==> config.mk <==
export PLATFORM = sky130hd
export DESIGN_NAME = mips_muldiv_unit
export DESIGN_NICKNAME = d
export VERILOG_FILES = /design/src/rtl/mips_muldiv_unit.sv
export SDC_FILE = /design/constraint.sdc
export NUM_CORES = 1
export LEC_CHECK = 0
export CAP_MARGIN = 0
export CORE_ASPECT_RATIO = 1.1
export CORE_MARGIN = 1
export CORE_UTILIZATION = 54
export DETAILED_ROUTE_END_ITERATION = 8
export PLACE_DENSITY = 0.79
export SYNTH_ARGS = -nofsm -noshare
export SYNTH_HDL_FRONTEND = slang
export SYNTH_SLANG_ARGS = --single-unit
==> constraint.sdc <==
create_clock -name clk -period 3 [get_ports clk]
set_input_delay 0.6 -clock clk [delete_from_list [all_inputs] [get_ports clk]]
set_output_delay 0.6 -clock clk [all_outputs]
set_load 0.01 [all_outputs]
**Met1 routing**

Bar = 50 um. Supply wires on this layer in grey.
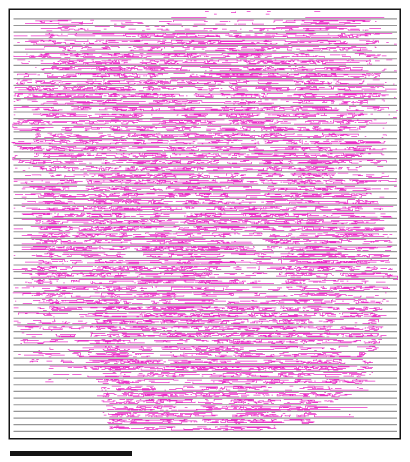
longest straight run	76.8 um
nets with wire on the layer	2266
share of all routed wire	37%
wire length on this layer	22.7 mm
main direction	horizontal
Routed Wire Length: 61.3 mm
overall via count from detail_route: 17000
met1 Resource Use GR: 52.2%

**Gate-type map**

Bar = 50 um.
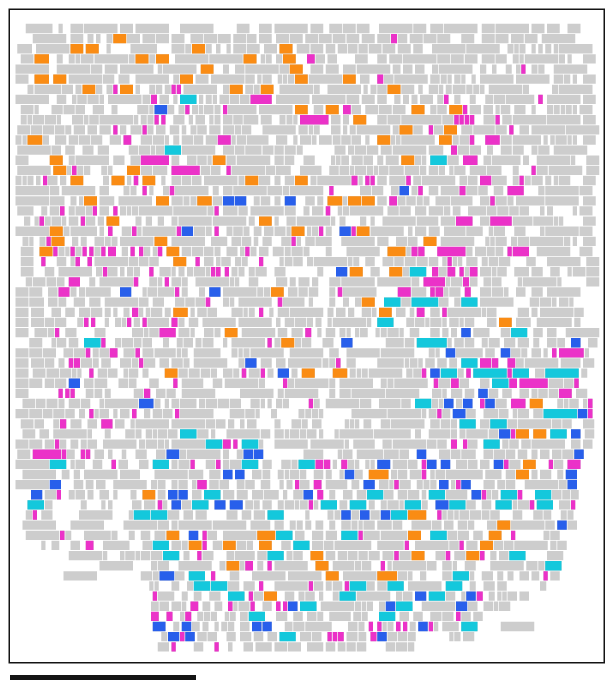
colour	family	cells
cyan	fa/ha/maj cells	72
magenta	nor cells	250
orange	mux cells	97
blue	non-inverting ao/oa cells	74
fraction of area in multi-input gates: 51.6%
non-filler cells in the finished layout: 2636
most numerous logic cell after layout: sky130_fd_sc_hd__buf_4

**Zoomed window**

Bar = 10 um. Region (99, 24) to (139, 64) um. Cells in grey, sequential cells in the stronger grey; small squares are vias.
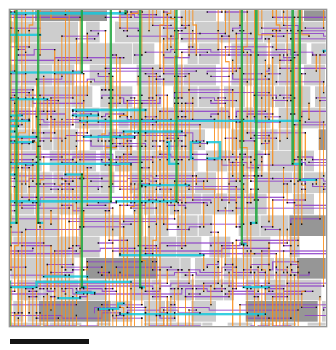
colour	layer
orange	M2
purple	M1
green	M4
cyan	M3
cells with their middle in the window	159
sequential cells in the window	5
most frequent	buf_4 (40), nor2_1 (17), ha_1 (11)

==> flow_metrics.rpt <==
FLOW METRICS REPORT
----------------------------------------------------
[Final timing]
  Layout Skew ........................ slightly above 0.02 ns
  Final setup viols ........................ 43
  Post-layout worst setup margin ........................ -0.324 ns
  Total negative slack ........................ -7.88 ns
  Worst slew margin ........................ about a third
  Final worst hold slack ........................ between 0.09 and 0.1 ns
  Final min period ........................ between 3 and 4 ns
  Fmax achieved ........................ 0.301 GHz
  Hold Fails Final Rpt ........................ 0

[Power and ir drop]
  Max IR drop VDD ........................ just over 0.6 mV
  Seq group ........................ 0.00442 W
  Clock power frac ........................ 9.2%

[Synth]
  Post-Synthesis Cells ........................ between 1500 and 2000
  Ranking of synthesized cells by area ........................ sky130_fd_sc_hd__dfrtp_1, sky130_fd_sc_hd__o21ai_0, sky130_fd_sc_hd__a21oi_1
  Share of the synthesized netlist area taken by xor and xnor gates ........................ 10.3%
  Yosys cell count ........................ around 1900
  Main kind of combinational logic by area ........................ AND-OR/OR-AND gates
  Net count after synthesis ........................ around 2000
  Async set or reset register ratio after synthesis ........................ 100%
  Synthesized-area fraction occupied by and/or/nand/nor cells ........................ 17.3%
  Main flop type after synthesis ........................ sky130_fd_sc_hd__dfrtp_1
  Area share of the largest cell type after synthesis ........................ between 20 and 30%
  Cell with the most instances after synthesis ........................ sky130_fd_sc_hd__o21ai_0

[Drt]
  Met3 layer wire length in the routed design ........................ 6.77 mm
  Routed length on met1 ........................ 22.7 mm

[Floorplan]
  Die Footprint ........................ 27900 um2
  Die H ........................ roughly 170 um
  Die width ........................ ~160 um

[Placement]
  Number of I/O port buffers ........................ approximately 140
  Post-placement worst setup slack ........................ -0.624 ns

[Outcome]
  Status ........................ finished with violations
  Violated checks ........................ setup timing

[Final layout]
  Area occupied by multi-input gates ........................ ~11000 um2
  Finished layout cell area ........................ 20400 um2
  Multi-input logic cell count ........................ 1516
  Non-clock buffer instance count of the final layout ........................ 502
  Area added between synthesis and finish ........................ 38.8%
  Fraction of area in registers ........................ roughly a fifth

[Setup path]
  WS Path Type ........................ reg -> reg

[GRT]
  Met2 layer usage reported by global route ........................ between 60% and 70%
  Most crowded layer after global routing ........................ met2

[Job]
  Count of max-cap constraint violations ........................ 0

----------------------------------------------------
Power is estimated from default activity; no workload was simulated.
